Fig. 1: run 1, cells by drive strength
Scale: 3 px per micron.
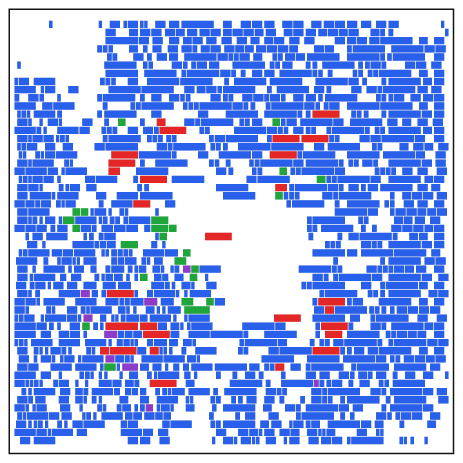
Fig. 2: run 1, ports around the boundary
Scale: 3 px per micron. Pins as bars across the die edge, other pins in grey.
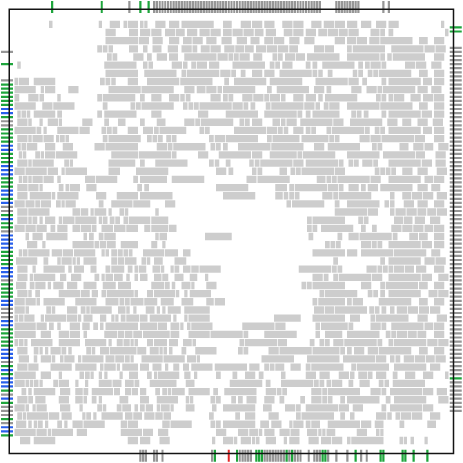
Fig. 3: run 1, placed standard cells
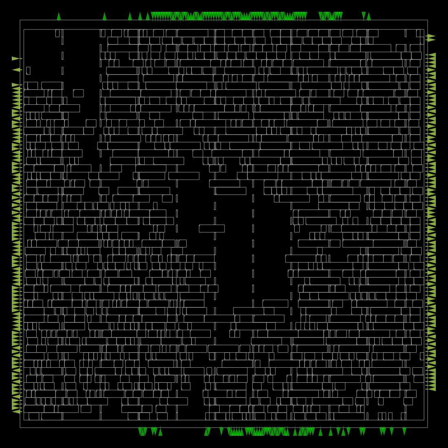
`src/rtl/prim_prince_ctr_stream.sv`:
```
// rtl/prim_prince_ctr_stream.sv - counter-mode keystream controller driving prim_prince
// Issues {nonce, ctr} blocks under a 2-entry credit, buffers keystream, XORs it onto the data stream.
module prim_prince_ctr_stream #(
  parameter int DataWidth     = 64,
  parameter int NonceWidth    = 32,
  parameter int CipherLatency = 1
) (
  input  logic                  clk_i,
  input  logic                  rst_i,
  input  logic                  req_valid_i,
  output logic                  req_ready_o,
  input  logic [NonceWidth-1:0] req_nonce_i,
  input  logic [7:0]            req_len_i,
  input  logic                  data_valid_i,
  output logic                  data_ready_o,
  input  logic [DataWidth-1:0]  data_i,
  output logic                  out_valid_o,
  input  logic                  out_ready_i,
  output logic [DataWidth-1:0]  out_data_o,
  output logic                  out_last_o,
  output logic                  cipher_valid_o,
  output logic [DataWidth-1:0]  cipher_data_o,
  output logic                  cipher_dec_o,
  input  logic                  cipher_valid_i,
  input  logic [DataWidth-1:0]  cipher_data_i,
  output logic                  err_o
);
  localparam int CtrWidth = DataWidth - NonceWidth;

  typedef enum logic {ST_IDLE, ST_RUN} state_e;

  state_e                r_state, w_state_nxt;
  logic [NonceWidth-1:0] r_nonce;
  logic [7:0]            r_len, r_iss, r_con;
  logic [1:0]            r_inf, r_cnt;
  logic [DataWidth-1:0]  r_fifo [2];
  logic                  r_wptr, r_rptr, r_err;

  logic                  w_accept, w_issue, w_pop, w_resp_ok, w_stray, w_last;
  logic [1:0]            w_inf;
  logic [2:0]            w_credit;

  // A zero-latency cipher answers in the issue cycle, so nothing is ever in flight at an edge.
  assign w_inf = (CipherLatency == 0) ? 2'd0 : r_inf;

  assign out_valid_o  = (r_cnt != 2'd0) && data_valid_i;
  assign data_ready_o = (r_cnt != 2'd0) && out_ready_i;
  assign w_pop        = out_valid_o && out_ready_i;
  assign w_last       = (r_con == r_len - 8'd1);
  assign out_last_o   = out_valid_o && w_last;
  assign out_data_o   = r_fifo[r_rptr] ^ data_i;

  assign w_credit       = {1'b0, r_cnt} + {1'b0, w_inf} - {2'b0, w_pop};
  assign w_issue        = (r_state == ST_RUN) && (r_iss < r_len) && (w_credit < 3'd2);
  assign cipher_valid_o = w_issue;
  assign cipher_data_o  = {r_nonce, {(CtrWidth-8){1'b0}}, r_iss};
  assign cipher_dec_o   = 1'b0;

  // A response is only accepted against an outstanding or same-cycle request.
  assign w_resp_ok = cipher_valid_i && ((w_inf != 2'd0) || w_issue);
  assign w_stray   = cipher_valid_i && !w_resp_ok;
  assign err_o     = r_err;

  always_comb begin
    w_state_nxt = r_state;
    req_ready_o = 1'b0;
    w_accept    = 1'b0;
    case (r_state)
      ST_IDLE: begin
        req_ready_o = 1'b1;
        w_accept    = req_valid_i;
        if (req_valid_i && (req_len_i != 8'd0)) w_state_nxt = ST_RUN;
      end
      ST_RUN: begin
        if (w_pop && w_last) w_state_nxt = ST_IDLE;
      end
      default: w_state_nxt = ST_IDLE;
    endcase
  end

  always_ff @(posedge clk_i) begin
    if (rst_i) begin
      r_state   <= ST_IDLE;
      r_nonce   <= '0;
      r_len     <= '0;
      r_iss     <= '0;
      r_con     <= '0;
      r_inf     <= '0;
      r_cnt     <= '0;
      r_wptr    <= 1'b0;
      r_rptr    <= 1'b0;
      r_fifo[0] <= '0;
      r_fifo[1] <= '0;
      r_err     <= 1'b0;
    end else begin
      r_state <= w_state_nxt;
      if (w_accept) begin
        r_nonce <= req_nonce_i;
        r_len   <= req_len_i;
        r_iss   <= '0;
        r_con   <= '0;
        r_inf   <= '0;
        r_cnt   <= '0;
        r_wptr  <= 1'b0;
        r_rptr  <= 1'b0;
      end else begin
        if (w_issue) r_iss <= r_iss + 8'd1;
        if (w_pop) begin
          r_con  <= r_con + 8'd1;
          r_rptr <= ~r_rptr;
        end
        if (w_resp_ok) begin
          r_fifo[r_wptr] <= cipher_data_i;
          r_wptr         <= ~r_wptr;
        end
        r_inf <= r_inf + {1'b0, w_issue} - {1'b0, w_resp_ok};
        r_cnt <= r_cnt + {1'b0, w_resp_ok} - {1'b0, w_pop};
      end
      if (w_stray && (r_state == ST_RUN)) r_err <= 1'b1;
    end
  end

endmodule

```
`config.mk`:
```
export PLATFORM = sky130hd
export DESIGN_NAME = prim_prince_ctr_stream
export DESIGN_NICKNAME = d
export VERILOG_FILES = /design/src/rtl/prim_prince_ctr_stream.sv
export SDC_FILE = /design/constraint.sdc
export NUM_CORES = 1
export LEC_CHECK = 0
export CORE_UTILIZATION = 47
export CTS_CLUSTER_SIZE = 20
export DETAILED_ROUTE_END_ITERATION = 8
export PLACE_DENSITY = 0.81
export SYNTH_ARGS = -nofsm -noshare
export SYNTH_HDL_FRONTEND = slang
export SYNTH_SLANG_ARGS = --single-unit
```
`constraint.sdc`:
```
create_clock -name clk_i -period 12.9 [get_ports clk_i]
set_clock_uncertainty 0.05 [all_clocks]
set_input_delay 3.87 -clock clk_i [delete_from_list [all_inputs] [get_ports clk_i]]
set_output_delay 3.87 -clock clk_i [all_outputs]
set_load 0.005 [all_outputs]
```
==> reports/qor.csv, run 1 <==
metric,value,unit
CTS buffer count,17,
Final Net Count,1421,
Ys Warns,0,
P per Cell Area,141,mW/mm^2
Relative slew margins,0.229,
Post-Syn Area,0.00996,sq mm
fmax,91.8,MHz
via count,8284,
Mux cell area share,0.0663,
antenna violations before repair,0,
RSZ-0062 raised after global routing,no,
# setup viols final,0,
ant diodes,0,
Syn Area/Cell,9.95,sq um
Yosys Instances,1001,
Tcrit/Tclk final,0.844,
drt wl/cell,17.0,microns
Yosys reg bits,193,
Vias/cell,5.47,
hold buffers post-CTS,0,
DP Worst Slack,2.04,ns
share of cells above drive strength 1,0.0490,
Core Box Area,0.0205,sq mm
drt total wl,25800,microns
hold slack,0.404,ns
VDD IR-drop max,0.104,mV
setup TNS,0,ns
Synth area leader,edfxtp_1,
status,finished clean,
crit path max fanout,8,
final worst path period need,10.89,ns
HPWL Detailed,16600,microns
Notes on Fig. 1 above:
Key: drive 2 = purple [cells 9]; drive 6 and up = red [cells 28]; drive 3 to 4 = green [cells 24]; drive 1 or less = blue [cells 1183]
Final Cell Area: 0.0134 sq mm
final worst slack: 2.01 ns
layout overhead on the synthesized area: 34.9%

Notes on Fig. 2 above:
Key: req_nonce_i = blue [pins 32, direction input, edge west]; cipher_data_o = green [pins 64, direction output, edge 41 west, 16 south, 4 north, 3 east]; err_o = red [pins 1, direction output, edge south]
All pins by edge: 92 east, 90 west, 77 north, 50 south.
input/output buffers: 283
Die Y: 148 microns
Die X: 148 microns

Notes on Fig. 3 above:
num sequential: 193
post-route insts no fill: 1514
Rows: 52
flop share of the area: 0.383

-- run 1: metrics by stage --
step,std cells,utilization
final,1514,0.655
after CTS,1514,0.655
after detailed placement,1482,0.626
after floorplan,1025,-
after global placement,1482,0.626
after global routing,1514,0.655
-- run 1: layer usage --
layer | up-vias | share of wire | track usage
met4 | 0 | 0.018 | 0.0825
met2 | 308 | 0.51 | 0.426
met3 | 33 | 0.085 | 0.0556
li1 | 3979 | - | -
met1 | 3964 | 0.39 | 0.272
met5 | - | 0 | 0
-- run 1: critical path, cell delays in order --
cell and delay [ns]:
clkdlybuf4s50_1 0.51, o211ai_1 0.28, xnor2_1 0.24, nand2_1 0.08, fa_1 0.49, nand3b_1 0.09
a211oi_2 0.51, o21ai_4 0.11, inv_1 0.21, clkdlybuf4s50_1 0.56
-- run 1: placed cells by master, fill, tap and decap left out, drive strengths merged, types with 4 or more instances in the layout --
master and count:
nand3 133, a31oi 4, inv 27, mux2i 66, nand2 101, xnor2 74
nor3 4, clkdlybuf4s50 283, clkinv 5, or4 5, nand4 5, nor2 21
xor2 12, a2111o 6, a21oi 179, dfxtp 65, conb 25, nor2b 5
ha 15, buf 13, edfxtp 128, and3 4, clkbuf 17, o21ai 14
-- run 1: cell type report --
type / count / area (sq um)
clock inverter: 15 / 174
tap: 270 / 338
timing repair buffer: 296 / 2930
fill: 1608 / 7060
inverter: 20 / 75.1
sequential: 193 / 5150
multi-input combinational: 703 / 4340
clock buffer: 17 / 425
-- run 1: final timing paths --
check                         to  slack (ns)  depth (start not counted)
setup / recovery  cipher_valid_o        2.01                         10
setup reg to reg   r_fifo[1][32]        8.17                         11
hold / removal        r_nonce[5]        0.40                          2
hold reg to reg       r_nonce[5]        0.40                          2
-- run 1: state kept, by name (all words and copies together), names as in the netlist, named ones only --
signal / flops
r_inf: 2
r_state: 1
r_wptr: 1
r_iss: 8
err_o: 1
r_len: 8
r_nonce: 32
r_cnt: 2
r_con: 8
r_rptr: 1
r_fifo: 128
-- run 1: where the power goes --
| part | leakage [nW] | switching (mW) | internal (mW) | total [mW] |
|---|---|---|---|---|
| logic | 2.35 | 0.356 | 0.250 | 0.606 |
| clock network | 0.287 | 0.255 | 0.277 | 0.532 |
| registers | 1.86 | 0.0259 | 0.727 | 0.753 |
| total | 4.49 | 0.637 | 1.25 | 1.89 |
-- run 1: cell families after synthesis --
| family | after synthesis |
|---|---|
| xor+xnor | 86 |
| flops | 193 |
| compound gates | 217 |
| buf+inv | 129 |
| fa+ha+maj | 16 |
| simple gates | 293 |
| other cells | 1 |
| mux | 66 |
==> run 1 -> run 2 <==
==> constraint.sdc (replaced) <==
create_clock -name clk_i -period 10.7 [get_ports clk_i]
set_clock_uncertainty 0.05 [all_clocks]
set_input_delay 3.21 -clock clk_i [delete_from_list [all_inputs] [get_ports clk_i]]
set_output_delay 3.21 -clock clk_i [all_outputs]
set_load 0.005 [all_outputs]
==> reports/qor.csv, run 2 <==
metric,value,unit,change
status,finished clean,,
ant diodes,0,,unchanged
GRT busiest layer,met2,,
Post-Syn Area,0.00996,sq mm,unchanged
Top reg by flops,r_fifo,,
fmax,104,MHz,
most common logic cells in the final layout,"clkdlybuf4s50_1, a21oi_1, nand3_1, edfxtp_1, nand2_1",,
Die X,148,microns,unchanged
hold buffers post-CTS,0,,unchanged
Rows,52,,unchanged
most instantiated logic cell after routing,clkdlybuf4s50_1,,
Largest regs,"r_fifo: 128 flops, r_nonce: 32 flops",,
fillcell total,1625,,+1.1%
switching share of total power,0.332,,-0.00490
switching power total,0.759,mW,+19%
Relative slew margins,0.174,,-0.0554
Synth area leader,edfxtp_1,,
drt total wl,26400,microns,+2.6%
FF-to-FF End,r_inf[1],,
VDD IR-drop max,0.115,mV,+11%
DP Worst Slack,1.10,ns,-0.935 ns
crit path max fanout,8,,unchanged
clock network power share,0.284,,+0.003
CTS buffer count,17,,unchanged
HPWL Detailed,17100,microns,+3.1%
Yosys Instances,1001,,unchanged
Tcrit/Tclk final,0.900,,
hold path depth,2,,unchanged
final worst path period need,9.63,ns,
r2r worst-path depth,16,,+5
layout overhead on the synthesized area,34.9,%,unchanged
post-route insts no fill,1514,,unchanged
Worst Hold End,r_nonce[10],,
RSZ-0062 raised after global routing,no,,
combinational fraction of design power,0.318,,-0.002
R2R setup slack,6.09,ns,-2.08 ns
GRT met1 Usage,0.289,,+0.0164
setup TNS,0,ns,unchanged
Ys Warns,0,,unchanged
via count,8369,,+1.0%
placed insts,1482,,unchanged
antenna violations before repair,0,,unchanged
internal power,1.53,mW,+22%
Die Y,148,microns,unchanged
Syn Area/Cell,9.95,sq um,unchanged
[run 2: routing by layer]
layer | vias up | wire length [microns]
li1 | 3982 | -
met1 | 4009 | 10400
met2 | 343 | 13500
met3 | 35 | 2020
met4 | 0 | 527
met5 | - | 0
[run 2: how the worst max path moves through the flow]
stage / endpoint / cells past startpoint
global placement: cipher_valid_o / 10
CTS: cipher_valid_o / 10
finish: cipher_valid_o / 10
floorplan: r_fifo[1][0] / 9
global route: cipher_valid_o / 10
detailed placement: cipher_valid_o / 10
[run 2: cells by family after synthesis]
kind of cell | after synthesis | synth area share
AND-OR/OR-AND | 217 | 0.118
XOR/XNOR | 86 | 0.0756
adder cells (fa/ha/maj) | 16 | 0.0208
buffers and inverters | 129 | 0.0618
flip-flops | 193 | 0.516
multiplexers | 66 | 0.0663
other | 1 | 0.000376
AND/OR/NAND/NOR | 293 | 0.141
[run 2: worst max-delay path, cell delays in order]
cell             delay [ns]
clkdlybuf4s50_1        0.50
o211ai_1               0.29
xnor2_1                0.24
nand2_1                0.09
fa_1                   0.39
xnor2_1                0.16
a211oi_2               0.56
o21ai_4                0.11
inv_1                  0.24
clkdlybuf4s50_1        0.57
[run 2: cell type report]
type,instances,area [sq um],area share
Multi-Input combinational cell,703,4340,0.323
Clock buffer,17,425,0.0317
Tap cell,270,338,0.0251
Timing Repair Buffer,296,2930,0.218
Sequential cell,193,5150,0.383
Inverter,20,75.1,0.00559
Clock inverter,15,176,0.0131
[run 2: through the flow]
stage	total power [mW]	area, sq um	utilization
2_1_floorplan	1.35	10100	-
4_1_cts	2.30	13400	0.655
5_1_grt	2.40	13400	0.655
3_5_place_dp	1.65	12800	0.626
6_report	2.29	13400	0.655
3_3_place_gp	1.63	12800	0.626
[run 2: power by group through the flow]
| stage | sequential (mW) | combinational [mW] | clock, mW |
|---|---|---|---|
| 6_report | 0.910 | 0.726 | 0.650 |
| 5_1_grt | 0.916 | 0.791 | 0.695 |
| 4_1_cts | 0.910 | 0.730 | 0.659 |
| 3_5_place_dp | 0.926 | 0.724 | 0 |
| 3_3_place_gp | 0.922 | 0.712 | 0 |
| 2_1_floorplan | 0.923 | 0.430 | 0 |
Fig. 4: run 2, cells by drive strength
Scale: 3 px per micron.
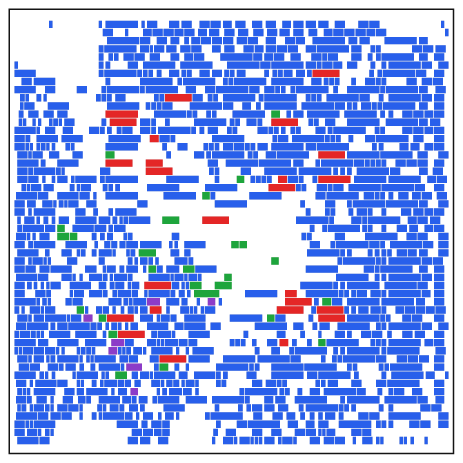
Key: drive 3 to 4 = green [cells 26]; drive 1 or less = blue [cells 1186]; drive 2 = purple [cells 7]; drive 6 and up = red [cells 25]
final worst slack: 1.07 ns
Non-clock buffers: 296

==> run 2 -> run 3 <==
--- a/config.mk
+++ b/config.mk
@@ -6,6 +6,7 @@
 export NUM_CORES = 1
 export LEC_CHECK = 0
 export CORE_UTILIZATION = 47
+export CTS_CLUSTER_DIAMETER = 80
 export CTS_CLUSTER_SIZE = 20
 export DETAILED_ROUTE_END_ITERATION = 8
 export PLACE_DENSITY = 0.81
==> reports/qor.csv, run 3 <==
metric,value,unit,change
status,finished clean,,
logic area,0.00434,sq mm,unchanged
final worst path period need,9.63,ns,unchanged
Largest regs,"r_fifo: 128 flops, r_nonce: 32 flops",,
Rows,52,,unchanged
R2R setup slack,6.09,ns,about the same
placed insts,1482,,unchanged
hold buffers post-CTS,0,,unchanged
hold path depth,2,,unchanged
Top Family by Delay on Critical Path,buffers and inverters,,
final worst slack,1.07,ns,unchanged
area fraction in compound gates,0.118,,unchanged
Mux cell area share,0.0663,,unchanged
most common logic cells in the final layout,"clkdlybuf4s50_1, a21oi_1, nand3_1, edfxtp_1, nand2_1",,
combinational fraction of design power,0.318,,about the same
setup TNS,0,ns,unchanged
drt total wl,26400,microns,unchanged
Die X,148,microns,unchanged
Main logic family,simple AND/OR/NAND/NOR gates,,
via count,8369,,unchanged
VDD IR-drop max,0.115,mV,unchanged
post-route insts no fill,1514,,unchanged
layout overhead on the synthesized area,34.9,%,unchanged
Final Cell Area,0.0134,sq mm,unchanged
antenna violations before repair,0,,unchanged
CTS buffer count,17,,unchanged
Synth area leader,edfxtp_1,,
RSZ-0062 raised after global routing,no,,
-- run 3: cell counts in the layout (fill, tap and decap cells not counted) --
No cell type changed its count.
-- run 3: worst paths after layout --
path,to,startpoint
worst min-delay path,r_nonce[10],r_nonce[10]
worst min register to register,r_nonce[10],r_nonce[10]
worst max register to register,r_inf[1],r_cnt[0]
worst max-delay path,cipher_valid_o,out_ready_i
-- run 3: through the flow --
step / utilization / total power [mW] / hold WS [ns]
after floorplan: - / 1.35 / 0.403
after global routing: 0.655 / 2.40 / 0.429
after detailed placement: 0.626 / 1.65 / 0.396
after CTS: 0.655 / 2.30 / 0.407
after global placement: 0.626 / 1.63 / 0.391
final: 0.655 / 2.29 / 0.403
-- run 3: final cells by class --
type,count,area share
Sequential cell,193,0.383
Multi-Input combinational cell,703,0.323
Timing Repair Buffer,296,0.218
Clock buffer,17,0.0317
Tap cell,270,0.0251
Clock inverter,15,0.0131
Inverter,20,0.00559
-- run 3: logic make-up after synthesis --
kind of cell | Yosys count
other | 1
AND/OR/NAND/NOR | 293
XOR/XNOR | 86
adder cells (fa/ha/maj) | 16
flip-flops | 193
AND-OR/OR-AND | 217
buffers and inverters | 129
multiplexers | 66
-- run 3: per-layer routing --
layer  vias up  routed length, microns  global-route usage
li1       3982                       -                   -
met1      4009                   10400               0.289
met2       343                   13500               0.431
met3        35                    2020              0.0565
met4         0                     527              0.0851
met5         -                       0                   0
-- run 3: power by group through the flow --
stage	clock (mW)	sequential [mW]	combinational (mW)
floorplan	0	0.923	0.430
global placement	0	0.922	0.712
detailed placement	0	0.926	0.724
CTS	0.659	0.910	0.730
global route	0.695	0.916	0.791
finish	0.650	0.910	0.726
-- run 3: worst reg2reg max path, cell delays in order, from the launching register on --
cell	delay [ns]
dfxtp_1	0.38
o211ai_1	0.61
xnor2_1	0.19
nand2_1	0.09
fa_1	0.39
xnor2_1	0.21
a211oi_2	0.14
o21ai_4	0.10
buf_4	0.56
buf_4	0.73
a21oi_1	0.15
ha_1	0.31
inv_1	0.04
ha_1	0.18
xnor2_1	0.16
xnor2_1	0.13
nor2_1	0.05
Fig. 5: run 3, wires at chosen ports, followed through buffers
Scale: 2 px per micron.
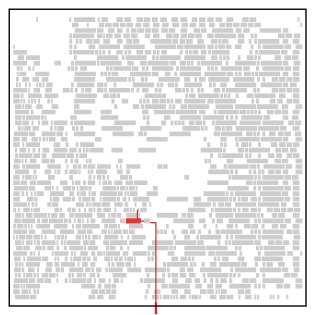
Key: err_o = red [bits 1, direction output, edge south, end cells 1, buffers 1, wire 52.6 microns]
io pins: 309

Power and IR drop assume default switching activity.
